**config.mk**
```make
export PLATFORM = sky130hd
export DESIGN_NAME = mc_ctrl
export DESIGN_NICKNAME = d
export VERILOG_FILES = /design/src/rtl/mc_pkg.sv /design/src/rtl/mc_decode.sv /design/src/rtl/mc_ctrl.sv
export SDC_FILE = /design/constraint.sdc
export NUM_CORES = 1
export LEC_CHECK = 0
export CAP_MARGIN = 0
export CORE_AREA = 5 5 79 81
export CTS_CLUSTER_DIAMETER = 120
export DETAILED_ROUTE_END_ITERATION = 7
export DIE_AREA = 0 0 84 86
export PLACE_DENSITY = 0.8
export SYNTH_ARGS = -nofsm -noshare
export SYNTH_HDL_FRONTEND = slang
export SYNTH_HIERARCHICAL = 1
export SYNTH_SLANG_ARGS = --single-unit
export TNS_END_PERCENT = 50
```
**constraint.sdc**
```tcl
create_clock -name clk -period 2 [get_ports clk]
set_input_delay 0.4 -clock clk [delete_from_list [all_inputs] [get_ports clk]]
set_output_delay 0.4 -clock clk [all_outputs]
set_load 0.05 [all_outputs]
```
**src/rtl/mc_pkg.sv**
```systemverilog
// Shared encodings for the multi-cycle MIPS controller and its datapath.
package mc_pkg;

   localparam int unsigned OP_W    = 6;
   localparam int unsigned STATE_W = 3;
   localparam int unsigned SEL_W   = 2;

   typedef enum logic [STATE_W-1:0] {
      ST_FETCH  = 3'd0,
      ST_DECODE = 3'd1,
      ST_EXEC   = 3'd2,
      ST_MEM    = 3'd3,
      ST_WB     = 3'd4,
      ST_TRAP   = 3'd5
   } state_e;

   // Primary opcodes (IR[31:26])
   localparam logic [OP_W-1:0] OP_RTYPE = 6'h00;
   localparam logic [OP_W-1:0] OP_J     = 6'h02;
   localparam logic [OP_W-1:0] OP_JAL   = 6'h03;
   localparam logic [OP_W-1:0] OP_BEQ   = 6'h04;
   localparam logic [OP_W-1:0] OP_ORI   = 6'h0D;
   localparam logic [OP_W-1:0] OP_LUI   = 6'h0F;
   localparam logic [OP_W-1:0] OP_LW    = 6'h23;
   localparam logic [OP_W-1:0] OP_SW    = 6'h2B;

   // R-type function codes (IR[5:0])
   localparam logic [OP_W-1:0] FN_NOP  = 6'h00;
   localparam logic [OP_W-1:0] FN_JR   = 6'h08;
   localparam logic [OP_W-1:0] FN_ADDU = 6'h21;
   localparam logic [OP_W-1:0] FN_SUBU = 6'h23;

   typedef enum logic [SEL_W-1:0] {
      EXT_ZERO = 2'd0,
      EXT_SIGN = 2'd1,
      EXT_LUI  = 2'd2
   } ext_op_e;

   typedef enum logic [SEL_W-1:0] {
      ALU_ADD = 2'd0,
      ALU_SUB = 2'd1,
      ALU_OR  = 2'd2
   } alu_op_e;

   typedef enum logic [SEL_W-1:0] {
      DST_RT = 2'd0,
      DST_RD = 2'd1,
      DST_RA = 2'd2
   } reg_dst_e;

   typedef enum logic [SEL_W-1:0] {
      WB_ALU = 2'd0,
      WB_MEM = 2'd1,
      WB_PC  = 2'd2
   } mem_to_reg_e;

   typedef enum logic [SEL_W-1:0] {
      NPC_PC4    = 2'd0,
      NPC_BRANCH = 2'd1,
      NPC_JUMP   = 2'd2,
      NPC_JR     = 2'd3
   } npc_op_e;

   // One-hot instruction class produced by the decoder
   typedef struct packed {
      logic nop;
      logic jr;
      logic addu;
      logic subu;
      logic j;
      logic jal;
      logic beq;
      logic ori;
      logic lui;
      logic lw;
      logic sw;
   } insn_cls_t;

endpackage

```
**src/rtl/mc_decode.sv**
```systemverilog
// Opcode/funct to one-hot instruction class, plus an illegal-instruction flag.
module mc_decode
   import mc_pkg::*;
(
   input  logic [OP_W-1:0] op_i,
   input  logic [OP_W-1:0] funct_i,
   output insn_cls_t       cls_o,
   output logic            illegal_o
);

   // Classify the instruction held in IR
   always_comb begin
      cls_o     = '0;
      illegal_o = 1'b0;
      case (op_i)
         OP_RTYPE: begin
            case (funct_i)
               FN_NOP:  cls_o.nop  = 1'b1;
               FN_JR:   cls_o.jr   = 1'b1;
               FN_ADDU: cls_o.addu = 1'b1;
               FN_SUBU: cls_o.subu = 1'b1;
               default: illegal_o  = 1'b1;
            endcase
         end
         OP_J:    cls_o.j   = 1'b1;
         OP_JAL:  cls_o.jal = 1'b1;
         OP_BEQ:  cls_o.beq = 1'b1;
         OP_ORI:  cls_o.ori = 1'b1;
         OP_LUI:  cls_o.lui = 1'b1;
         OP_LW:   cls_o.lw  = 1'b1;
         OP_SW:   cls_o.sw  = 1'b1;
         default: illegal_o = 1'b1;
      endcase
   end

endmodule

```
**src/rtl/mc_ctrl.sv**
```systemverilog
// Multi-cycle main controller: FSM, datapath strobes/selects, retired counter.
module mc_ctrl
   import mc_pkg::*;
#(
   parameter int unsigned CNT_W           = 32,
   parameter bit          TRAP_ON_ILLEGAL = 1'b1
) (
   input  logic               clk,
   input  logic               reset,
   input  logic [OP_W-1:0]    op,
   input  logic [OP_W-1:0]    funct,
   input  logic               zero,
   input  logic               mem_ready,
   output logic               mem_req,
   output logic               mem_we,
   output logic               mem_sel,
   output logic               pc_wr,
   output logic               ir_wr,
   output logic               reg_wr,
   output logic [SEL_W-1:0]   ext_op,
   output logic               alu_src,
   output logic [SEL_W-1:0]   alu_op,
   output logic [SEL_W-1:0]   reg_dst,
   output logic [SEL_W-1:0]   mem_to_reg,
   output logic [SEL_W-1:0]   npc_op,
   output logic [STATE_W-1:0] state,
   output logic               trap,
   output logic [CNT_W-1:0]   retired
);

   state_e           state_q, state_d;
   logic [CNT_W-1:0] retired_q, retired_d;
   logic             retire_c;
   insn_cls_t        cls;
   logic             illegal;

   mc_decode u_decode (
      .op_i      (op),
      .funct_i   (funct),
      .cls_o     (cls),
      .illegal_o (illegal)
   );

   // Next state and per-state datapath controls; everything is held at zero while in reset
   always_comb begin
      state_d    = state_q;
      retire_c   = 1'b0;
      mem_req    = 1'b0;
      mem_we     = 1'b0;
      mem_sel    = 1'b0;
      pc_wr      = 1'b0;
      ir_wr      = 1'b0;
      reg_wr     = 1'b0;
      ext_op     = EXT_ZERO;
      alu_src    = 1'b0;
      alu_op     = ALU_ADD;
      reg_dst    = DST_RT;
      mem_to_reg = WB_ALU;
      npc_op     = NPC_PC4;

      case (state_q)
         ST_FETCH: begin
            mem_req = 1'b1;
            if (mem_ready) begin
               ir_wr   = 1'b1;
               pc_wr   = 1'b1;
               state_d = ST_DECODE;
            end
         end

         ST_DECODE: begin
            if (cls.j || cls.jal) begin
               pc_wr    = 1'b1;
               npc_op   = NPC_JUMP;
               retire_c = 1'b1;
               state_d  = ST_FETCH;
               if (cls.jal) begin
                  // PC already holds PC+4, which is the link value
                  reg_wr     = 1'b1;
                  reg_dst    = DST_RA;
                  mem_to_reg = WB_PC;
               end
            end else if (cls.jr) begin
               pc_wr    = 1'b1;
               npc_op   = NPC_JR;
               retire_c = 1'b1;
               state_d  = ST_FETCH;
            end else if (cls.nop) begin
               retire_c = 1'b1;
               state_d  = ST_FETCH;
            end else if (illegal) begin
               if (TRAP_ON_ILLEGAL) begin
                  state_d = ST_TRAP;
               end else begin
                  retire_c = 1'b1;
                  state_d  = ST_FETCH;
               end
            end else begin
               state_d = ST_EXEC;
            end
         end

         ST_EXEC: begin
            state_d = ST_WB;
            if (cls.subu) begin
               alu_op = ALU_SUB;
            end else if (cls.ori) begin
               alu_op  = ALU_OR;
               alu_src = 1'b1;
            end else if (cls.lui) begin
               alu_src = 1'b1;
               ext_op  = EXT_LUI;
            end else if (cls.lw || cls.sw) begin
               alu_src = 1'b1;
               ext_op  = EXT_SIGN;
               state_d = ST_MEM;
            end else if (cls.beq) begin
               alu_op   = ALU_SUB;
               ext_op   = EXT_SIGN;
               npc_op   = NPC_BRANCH;
               pc_wr    = zero;
               retire_c = 1'b1;
               state_d  = ST_FETCH;
            end
         end

         ST_MEM: begin
            mem_req = 1'b1;
            mem_sel = 1'b1;
            mem_we  = cls.sw;
            if (mem_ready) begin
               if (cls.sw) begin
                  retire_c = 1'b1;
                  state_d  = ST_FETCH;
               end else begin
                  state_d = ST_WB;
               end
            end
         end

         ST_WB: begin
            reg_wr   = 1'b1;
            retire_c = 1'b1;
            state_d  = ST_FETCH;
            if (cls.lw) begin
               mem_to_reg = WB_MEM;
            end else if (cls.addu || cls.subu) begin
               reg_dst = DST_RD;
            end
         end

         ST_TRAP: state_d = ST_TRAP;

         default: state_d = ST_FETCH;
      endcase

      if (!reset) begin
         retire_c   = 1'b0;
         mem_req    = 1'b0;
         mem_we     = 1'b0;
         mem_sel    = 1'b0;
         pc_wr      = 1'b0;
         ir_wr      = 1'b0;
         reg_wr     = 1'b0;
         ext_op     = EXT_ZERO;
         alu_src    = 1'b0;
         alu_op     = ALU_ADD;
         reg_dst    = DST_RT;
         mem_to_reg = WB_ALU;
         npc_op     = NPC_PC4;
      end
   end

   // Retired count wraps naturally at 2^CNT_W
   assign retired_d = retire_c ? retired_q + CNT_W'(1) : retired_q;

   // State register and retired-instruction counter
   always_ff @(posedge clk or negedge reset) begin
      if (!reset) begin
         state_q   <= ST_FETCH;
         retired_q <= '0;
      end else begin
         state_q   <= state_d;
         retired_q <= retired_d;
      end
   end

   assign state   = state_q;
   assign trap    = (state_q == ST_TRAP);
   assign retired = retired_q;

endmodule

```
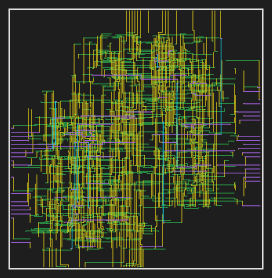
metal_stack.png
Scale: 3 px per um.
| layer | colour | wire length |
|---|---|---|
| met4 | cyan | 205 um |
| met1 | green | 2960 um |
| met2 | yellow | 4290 um |
| met3 | purple | 572 um |

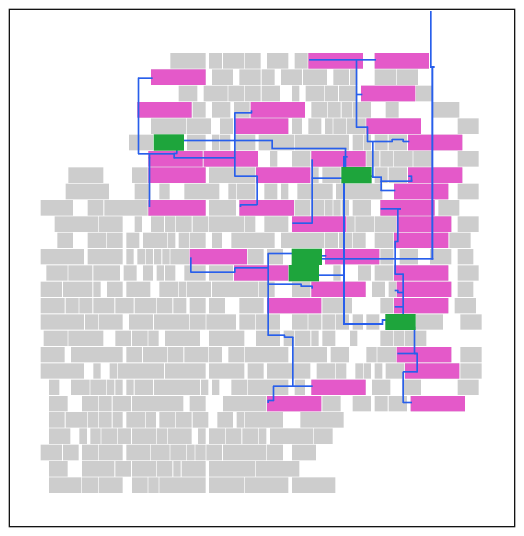
clock_map.png
Scale: 6 px per um.
[flip-flops] magenta | count: 35
[clock wires] blue | length: 426 um
[cells driving clock nets] green | count: 5
routed clock nets: 6

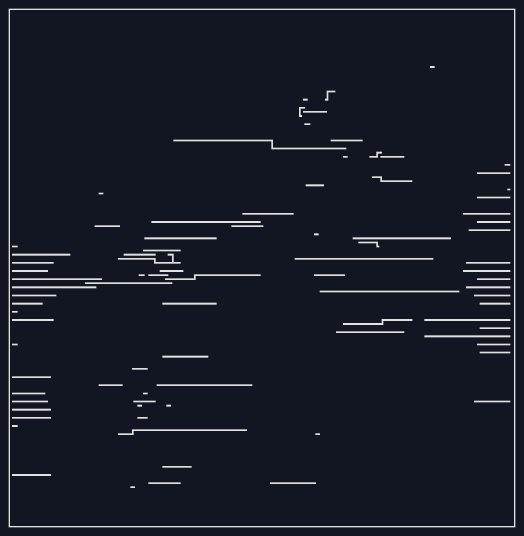
met3.png
Scale: 6 px per um.
main direction: horizontal
share of all routed wire: 7.1%
via total after detailed routing: 2438
met3 routing resource usage after global routing: 0.0500
wire length after detailed routing: 8020 um

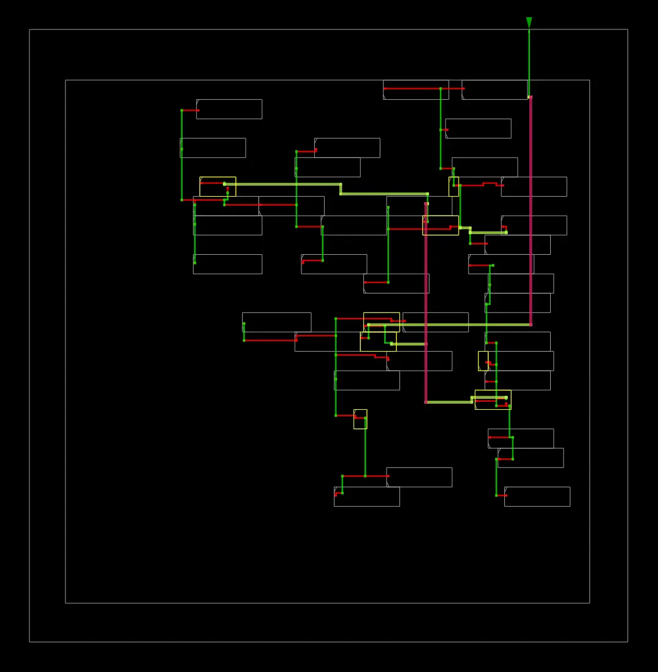
final_clocks.png
power drawn by the clock network: 0.000484 W
layout sequential cell count: 35
Num CTS Buffers: 5

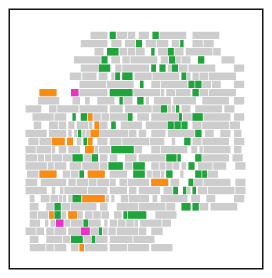
gate_families.png
Scale: 3 px per um.
| family | colour | cells |
|---|---|---|
| NAND gates | green | 68 |
| inverting AOI/OAI gates | orange | 15 |
| AND-OR and OR-AND gates | magenta | 3 |
most used logic cell in the final layout: buf_4
Comb/total area: 0.415
final non-filler cell total: 437

==> notes.md <==
Results of the full flow below.

STA:
- The run gives the number of endpoints with negative hold slack in the final report as 0.
- The run puts the worst setup slack after layout at -0.365 ns.
- The run puts the tightest slew margin relative to the limit at 0.643.
- The run puts the final setup violation count at roughly 46.

Detailed routing:
- After detailed routing, the average wire length per cell comes to 18.4 um.
- The run gives the detailed-routed wire length on met2 as between 4000 and 5000 um.

Die:
- The run gives the die outline height as 86 um.

GRT:
- The run gives the largest net degree at the start of global routing as 19.

Yosys:
- The run gives the cell count after synthesis as about 250.
- The run puts the number of flip-flops and latches in the synthesized netlist at 35.
- The run gives the synthesized netlist net count as ~270.
- Of the total synthesized cell area, the portion taken by XOR and XNOR cells is 0.120.
- The commonest register cell is dfrtp_1.

Power and ir drop:
- Power attributed to combinational cells is 0.00149 W.
- The run puts the switching part of the total at 0.444.
- The run gives the power share of the clock group as 0.167.

Finish:
- The layout report gives the register share of total cell area as 0.219.
- The run puts the flip-flop count of the largest register after layout at 32.
- The run puts the portion of the layout cell area used by non-clock buffers at 0.312.
- Per the final layout report, the fraction of cells sized above drive strength 1 comes to 0.452.
- The run gives the antenna diode count as 0.
- The run gives the total non-filler cell area in the finished layout as roughly 0.004 sq mm.
- The run puts the signed area change from the synthesized netlist to the final layout at 78.0%.

Setup path:
- The run gives the cell depth of the worst flop-to-flop path as 8.
- The run puts the largest incremental delay on the critical path at between 0.3 and 0.4 ns.

Run status:
- The final reports fail on negative setup slack.
- The flow ran to the end, but the final reports show violations.
Power is estimated from default activity; no workload was simulated.
